`config.mk`:
```
export PLATFORM = sky130hd
export DESIGN_NAME = word_uart_tx_flat
export DESIGN_NICKNAME = d
export VERILOG_FILES = /design/src/rtl/comm_pkg.sv /design/src/rtl/word_uart_tx_if.sv /design/src/rtl/uart_tx_byte.sv /design/src/rtl/word_uart_tx.sv /design/src/flat_wrapper.sv
export SDC_FILE = /design/constraint.sdc
export NUM_CORES = 1
export LEC_CHECK = 0
export ABC_AREA = 1
export CORE_AREA = 3 3 85 87
export DETAILED_ROUTE_END_ITERATION = 16
export DIE_AREA = 0 0 88 90
export PLACE_DENSITY = 0.74
export SLEW_MARGIN = 20
export SYNTH_ARGS = -nofsm -noshare
export SYNTH_HDL_FRONTEND = slang
export SYNTH_SLANG_ARGS = --single-unit
```
`constraint.sdc`:
```
create_clock -name clk -period 1.9 [get_ports clk]
set_input_delay 0.57 -clock clk [delete_from_list [all_inputs] [get_ports clk]]
set_output_delay 0.57 -clock clk [all_outputs]
set_load 0.02 [all_outputs]
```
`src/rtl/comm_pkg.sv`:
```
// comm_pkg: shared definitions for the word-to-UART transmitter slice.
//   - tx_state_e          : fetch/send FSM state encoding
//   - DEFAULT_HEADER_BYTE : first byte of every frame unless overridden
//   - UART_FRAME_BITS     : bits per UART character (start + 8 data + stop)
package comm_pkg;

    localparam logic [7:0] DEFAULT_HEADER_BYTE = 8'hA5;
    localparam int         UART_FRAME_BITS     = 10;

    typedef enum logic [2:0] {
        IDLE,
        FETCH,
        WAIT,
        SEND,
        DONE
    } tx_state_e;

endpackage

```
`src/rtl/word_uart_tx_if.sv`:
```
// word_uart_tx_if: pop-style handshake between an upstream word buffer and
// the word transmitter.
//   buf_ready : buffer holds at least one word
//   buf_out   : word presented by the buffer, valid the cycle after rd_enable
//   rd_enable : one-cycle pop request issued by the transmitter
// Modports: master = transmitter side (issues pops), slave = buffer side.
interface word_uart_tx_if #(
    parameter int WIDTH = 32
);

    logic             buf_ready;
    logic [WIDTH-1:0] buf_out;
    logic             rd_enable;

    modport master (
        input  buf_ready,
        input  buf_out,
        output rd_enable
    );

    modport slave (
        output buf_ready,
        output buf_out,
        input  rd_enable
    );

endinterface

```
`src/rtl/uart_tx_byte.sv`:
```
// uart_tx_byte: 8N1 serializer for a single byte.
// Ports:
//   clk, rst : rising-edge clock, synchronous active-high reset
//   load     : capture data and start its start bit on the next cycle;
//              accepted even in the done cycle so bytes can run back-to-back
//   data     : byte to send, LSB first
//   tx       : serial line, idle high
//   done     : high during the final cycle of the stop bit
module uart_tx_byte
    import comm_pkg::*;
#(
    parameter int CLKS_PER_BIT = 234
) (
    input  logic       clk,
    input  logic       rst,
    input  logic       load,
    input  logic [7:0] data,
    output logic       tx,
    output logic       done
);

    localparam int                 CNT_W    = $clog2(CLKS_PER_BIT);
    localparam logic [CNT_W-1:0]   CNT_LAST = CNT_W'(CLKS_PER_BIT - 1);
    localparam int                 BIT_W    = $clog2(UART_FRAME_BITS);
    localparam logic [BIT_W-1:0]   BIT_LAST = BIT_W'(UART_FRAME_BITS - 1);

    logic                       active;
    logic [CNT_W-1:0]           bit_cnt;
    logic [BIT_W-1:0]           bit_idx;
    logic [UART_FRAME_BITS-1:0] shifter;

    // The whole character (stop, data, start) sits in one shift register,
    // so the line is always just its LSB while active.
    assign tx   = active ? shifter[0] : 1'b1;
    assign done = active && (bit_cnt == CNT_LAST) && (bit_idx == BIT_LAST);

    always_ff @(posedge clk) begin
        if (rst) begin
            active  <= 1'b0;
            bit_cnt <= '0;
            bit_idx <= '0;
            shifter <= '1;
        end else if (load) begin
            active  <= 1'b1;
            bit_cnt <= '0;
            bit_idx <= '0;
            shifter <= {1'b1, data, 1'b0};
        end else if (active) begin
            if (bit_cnt == CNT_LAST) begin
                bit_cnt <= '0;
                shifter <= {1'b1, shifter[UART_FRAME_BITS-1:1]};
                if (bit_idx == BIT_LAST) begin
                    active <= 1'b0;
                end else begin
                    bit_idx <= bit_idx + 1'b1;
                end
            end else begin
                bit_cnt <= bit_cnt + 1'b1;
            end
        end
    end

endmodule

```
`src/rtl/word_uart_tx.sv`:
```
// word_uart_tx: pops one word from an upstream buffer and sends it as a UART
// frame: header byte, payload bytes LSB byte first, optional XOR checksum.
// Ports:
//   clk, rst : rising-edge clock, synchronous active-high reset
//   buf_if   : word_uart_tx_if.master (buf_ready, buf_out in; rd_enable out)
//   tx       : UART line, idle high
//   busy     : high from FETCH entry until the end of the last stop bit
// Build option: define WORD_UART_TX_CHECKSUM_EN to append a checksum byte
// equal to the XOR of all payload bytes (header excluded).
module word_uart_tx
    import comm_pkg::*;
#(
    parameter int         VARIABLE_LENGTH_BITS = 32,
    parameter int         CLKS_PER_BIT         = 234,
    parameter logic [7:0] HEADER_BYTE          = DEFAULT_HEADER_BYTE
) (
    input  logic                  clk,
    input  logic                  rst,
    word_uart_tx_if.master        buf_if,
    output logic                  tx,
    output logic                  busy
);

    localparam int PAYLOAD_BYTES = VARIABLE_LENGTH_BITS / 8;
`ifdef WORD_UART_TX_CHECKSUM_EN
    localparam int CHECKSUM_BYTES = 1;
`else
    localparam int CHECKSUM_BYTES = 0;
`endif
    localparam int             TOTAL_BYTES = 1 + PAYLOAD_BYTES + CHECKSUM_BYTES;
    localparam int             IDX_W       = $clog2(TOTAL_BYTES + 1);
    localparam logic [IDX_W-1:0] LAST_IDX  = IDX_W'(TOTAL_BYTES - 1);

    tx_state_e                       state;
    tx_state_e                       next_state;
    logic [VARIABLE_LENGTH_BITS-1:0] word_reg;
    logic [IDX_W-1:0]                byte_idx;
    logic [IDX_W-1:0]                next_idx;
    logic [7:0]                      next_byte;
    logic                            last_byte;
    logic                            rd_enable;
    logic                            ser_load;
    logic [7:0]                      ser_data;
    logic                            ser_tx;
    logic                            ser_done;

    assign buf_if.rd_enable = rd_enable;
    assign last_byte        = (byte_idx == LAST_IDX);
    assign tx               = (state == SEND) ? ser_tx : 1'b1;

    uart_tx_byte #(
        .CLKS_PER_BIT(CLKS_PER_BIT)
    ) u_byte (
        .clk  (clk),
        .rst  (rst),
        .load (ser_load),
        .data (ser_data),
        .tx   (ser_tx),
        .done (ser_done)
    );

    always_ff @(posedge clk) begin
        if (rst) begin
            state <= IDLE;
        end else begin
            state <= next_state;
        end
    end

    // byte_idx names the byte currently on the line; the header is index 0
    // and is loaded in WAIT so the first start bit lands on the first SEND cycle.
    always_ff @(posedge clk) begin
        if (rst) begin
            word_reg <= '0;
            byte_idx <= '0;
        end else begin
            if (state == WAIT) begin
                word_reg <= buf_if.buf_out;
                byte_idx <= '0;
            end else if (state == SEND && ser_done && !last_byte) begin
                byte_idx <= next_idx;
            end
        end
    end

`ifdef WORD_UART_TX_CHECKSUM_EN
    logic [7:0] checksum;

    always_comb begin
        checksum = '0;
        for (int i = 0; i < PAYLOAD_BYTES; i++) begin
            checksum ^= word_reg[8*i +: 8];
        end
    end
`endif

    // Byte that follows the current one: payload bytes occupy indices
    // 1..PAYLOAD_BYTES, the checksum (when built in) the final index.
    always_comb begin
        next_idx  = byte_idx + 1'b1;
        next_byte = '0;
        for (int i = 0; i < PAYLOAD_BYTES; i++) begin
            if (next_idx == IDX_W'(i + 1)) begin
                next_byte = word_reg[8*i +: 8];
            end
        end
`ifdef WORD_UART_TX_CHECKSUM_EN
        if (next_idx == LAST_IDX) begin
            next_byte = checksum;
        end
`endif
    end

    // Next byte is loaded in the done cycle of the previous one, which keeps
    // stop bit and following start bit adjacent.
    always_comb begin
        next_state = state;
        rd_enable  = 1'b0;
        busy       = 1'b0;
        ser_load   = 1'b0;
        ser_data   = HEADER_BYTE;
        case (state)
            IDLE: begin
                if (buf_if.buf_ready) begin
                    next_state = FETCH;
                end
            end
            FETCH: begin
                rd_enable  = 1'b1;
                busy       = 1'b1;
                next_state = WAIT;
            end
            WAIT: begin
                busy       = 1'b1;
                ser_load   = 1'b1;
                next_state = SEND;
            end
            SEND: begin
                busy = 1'b1;
                if (ser_done) begin
                    if (last_byte) begin
                        next_state = DONE;
                    end else begin
                        ser_load = 1'b1;
                        ser_data = next_byte;
                    end
                end
            end
            DONE: begin
                next_state = IDLE;
            end
            default: begin
                next_state = IDLE;
            end
        endcase
    end

endmodule

```
`src/flat_wrapper.sv`:
```
// flat-port wrapper written by rule: the top's interface ports become plain ports
module word_uart_tx_flat import comm_pkg::*;
#(
    parameter int         VARIABLE_LENGTH_BITS = 32,
    parameter int         CLKS_PER_BIT         = 234,
    parameter logic [7:0] HEADER_BYTE          = DEFAULT_HEADER_BYTE
)
  (clk, rst, tx, busy, buf_if_buf_ready, buf_if_buf_out, buf_if_rd_enable);
  word_uart_tx_if buf_if_i ();
  input  logic clk;
  input  logic rst;
  output logic tx;
  output logic busy;
  input wire logic [$bits(buf_if_i.buf_ready)-1:0] buf_if_buf_ready;
  input wire logic [$bits(buf_if_i.buf_out)-1:0] buf_if_buf_out;
  output wire logic [$bits(buf_if_i.rd_enable)-1:0] buf_if_rd_enable;
  assign buf_if_i.buf_ready = buf_if_buf_ready;
  assign buf_if_i.buf_out = buf_if_buf_out;
  assign buf_if_rd_enable = buf_if_i.rd_enable;
  word_uart_tx #(.VARIABLE_LENGTH_BITS(VARIABLE_LENGTH_BITS), .CLKS_PER_BIT(CLKS_PER_BIT), .HEADER_BYTE(HEADER_BYTE)) u_core (.clk(clk), .rst(rst), .buf_if(buf_if_i), .tx(tx), .busy(busy));
endmodule
```
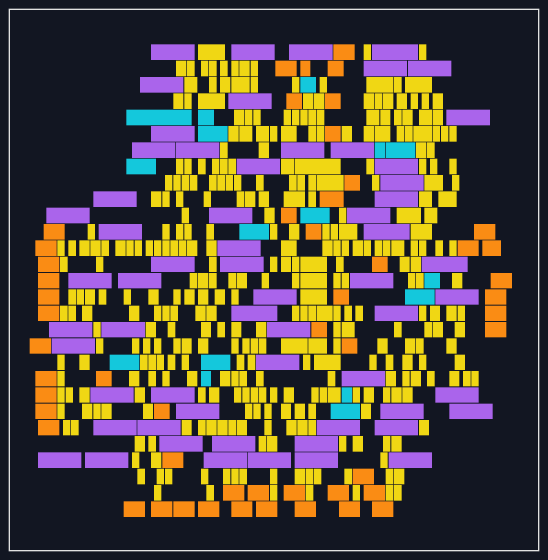
Run 1: cells colored by class
Scale: 6 px per micron.
- orange: remaining buffers and delay cells (cells 51)
- cyan: clock drivers and dummy loads (cells 16)
- yellow: remaining logic cells (cells 346)
- purple: registers (cells 60)

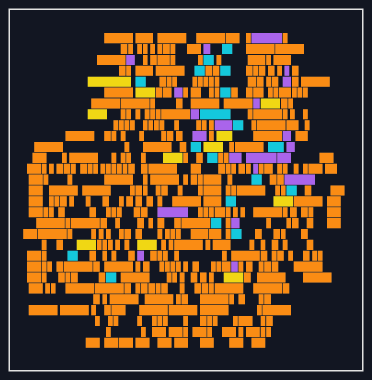
Run 1: sizing map
Scale: 4 px per micron.
- yellow: x6 and larger (cells 11; share 2.3%; most used clkbuf_8)
- cyan: x3 and x4 (cells 18; share 3.8%; most used buf_4)
- purple: x2 (cells 21; share 4.4%; most used dfxtp_2)
- orange: x1 and smaller (cells 423; share 89%; most used nor2_1)

==> out/qor.yml, run 1 <==
yosys.area_share.aoi: 0.104
buffer_area_frac: 0.132
flop-count: 60
avgSynthCellArea_sq_um: 6.80
worstSetupStartpoint: "u_core.state[2]"
run_status: "complete, no violations"
num_vias: 2681
fmax_mhz: 551
crit_type: "reg -> out"
p_int_w: 0.00220
signal_buffers: 51
seq_power_w: 0.00146
postCtsResizedCells: 6
synth_area_sq_um: 2870
synthFlopType: "dfxtp_1"
met3_usage: 0.0585
swShare: 0.282
seqPwrFrac: 0.477
gr-usage-met2: 0.256
worst-path-buf-inv: 2
drtAntennaViolNets: 0
hp-start: "u_core.word_reg[31]"
crit_path_frequent_cell: "nand2_1"
yosys_area_sq_um: 2870
cts_sinks: 60
lay_top_count: "nor2_1"
viasPerCell: 4.87
period_used_share: 0.956
finalSetupTns_ns: 0
drtIter0Drc: 147
first_pass_iters: 5
cp_max_fo: 3
die_area_sq_um: 7920
warnings: 33
cp.arrival_ns: 1.25
ys_sh_xor: 0.0153
clockPowerShare: 0.360
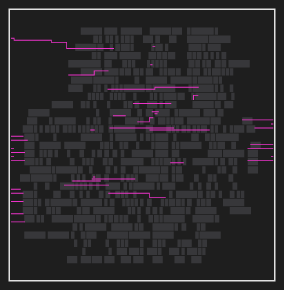
Run 1: the metal 3 layer
Scale: 3 px per micron. Cells faint in the background.
- wire length on this layer: 296 microns
- main direction: horizontal
- share of all routed wire: 4.6%
- nets with wire on the layer: 29
- longest straight run: 21.2 microns

==> inputs of run 2 (changes only) <==
==> constraint.sdc (replaced) <==
create_clock -name clk -period 2.2 [get_ports clk]
set_input_delay 0.66 -clock clk [delete_from_list [all_inputs] [get_ports clk]]
set_output_delay 0.66 -clock clk [all_outputs]
set_load 0.02 [all_outputs]
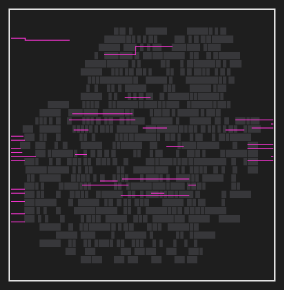
Run 2: the metal 3 layer
Scale: 3 px per micron. Cells faint in the background.
- longest straight run: 22.5 microns
- share of all routed wire: 4.6%
- nets with wire on the layer: 29
- wire length on this layer: 288 microns
- main direction: horizontal

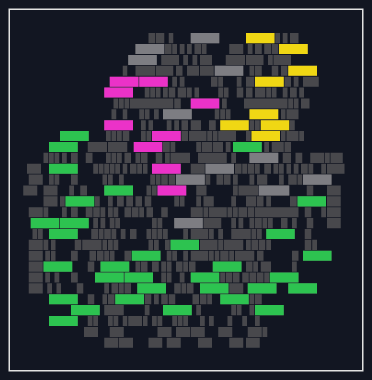
Run 2: sequential cells colored by netlist name
Scale: 4 px per micron.
- green: `u_core.word_reg` (placed flops 32)
- yellow: `u_core.u_byte.bit_cnt` (placed flops 8; where top right)
- magenta: `u_core.u_byte.shifter` (placed flops 9)
- not colored: 11

==> out/qor.yml, run 2 <==
viasPerCell: 5.01  # was 4.87
avgSynthCellArea_sq_um: 6.80  # unchanged
cts_sinks: 60  # unchanged
largest_register_ffs: 32  # unchanged
cp.arrival_ns: 1.39  # was 1.25 ns
seqPwrFrac: 0.434  # was 0.477
postCtsResizedCells: 2  # was 6
hp-start: "u_core.word_reg[6]"  # was u_core.word_reg[31]
yosys_area_sq_um: 2870  # unchanged
p_int_w: 0.00219  # was 0.00220 W
cts-root-buf: "clkbuf_8"  # unchanged
finalSetupTns_ns: 0  # unchanged
worstReg2RegStart: "u_core.byte_idx[0]"  # unchanged
drcViolationCount: 0  # unchanged
synth_area_sq_um: 2870  # unchanged
synthFlopType: "dfxtp_1"  # unchanged
met2_length_microns: 3050  # was 3010 microns
seq_power_w: 0.00127  # was 0.00146 W
yosys.area_share.aoi: 0.104  # unchanged
lay_top_count: "nor2_1"  # unchanged
ys_sh_xor: 0.0153  # unchanged
worst-path-buf-inv: 2  # unchanged
run_status: "complete, no violations"  # unchanged
gr-usage-met2: 0.271  # was 0.256
cp_max_fo: 5  # was 3
fmax_mhz: 487
routabilityCongestion: 0.829  # about the same
warnings: 32  # was 33
crit_type: "reg -> out"  # unchanged
num_vias: 2717  # was 2681
maxCapViolCount: 0  # unchanged
drtIter0Drc: 130  # was 147
flop-count: 60  # unchanged
die_area_sq_um: 7920  # unchanged
clockPowerShare: 0.423  # was 0.360
worstSetupStartpoint: "u_core.state[1]"  # was u_core.state[2]
synthCells: 422  # unchanged
top_area_frac: 0.418  # unchanged
first_pass_iters: 5  # unchanged
crit_path_frequent_cell: "nand3_1"  # was nand2_1
No activity file was given, so power comes from the tool's default toggle rates.
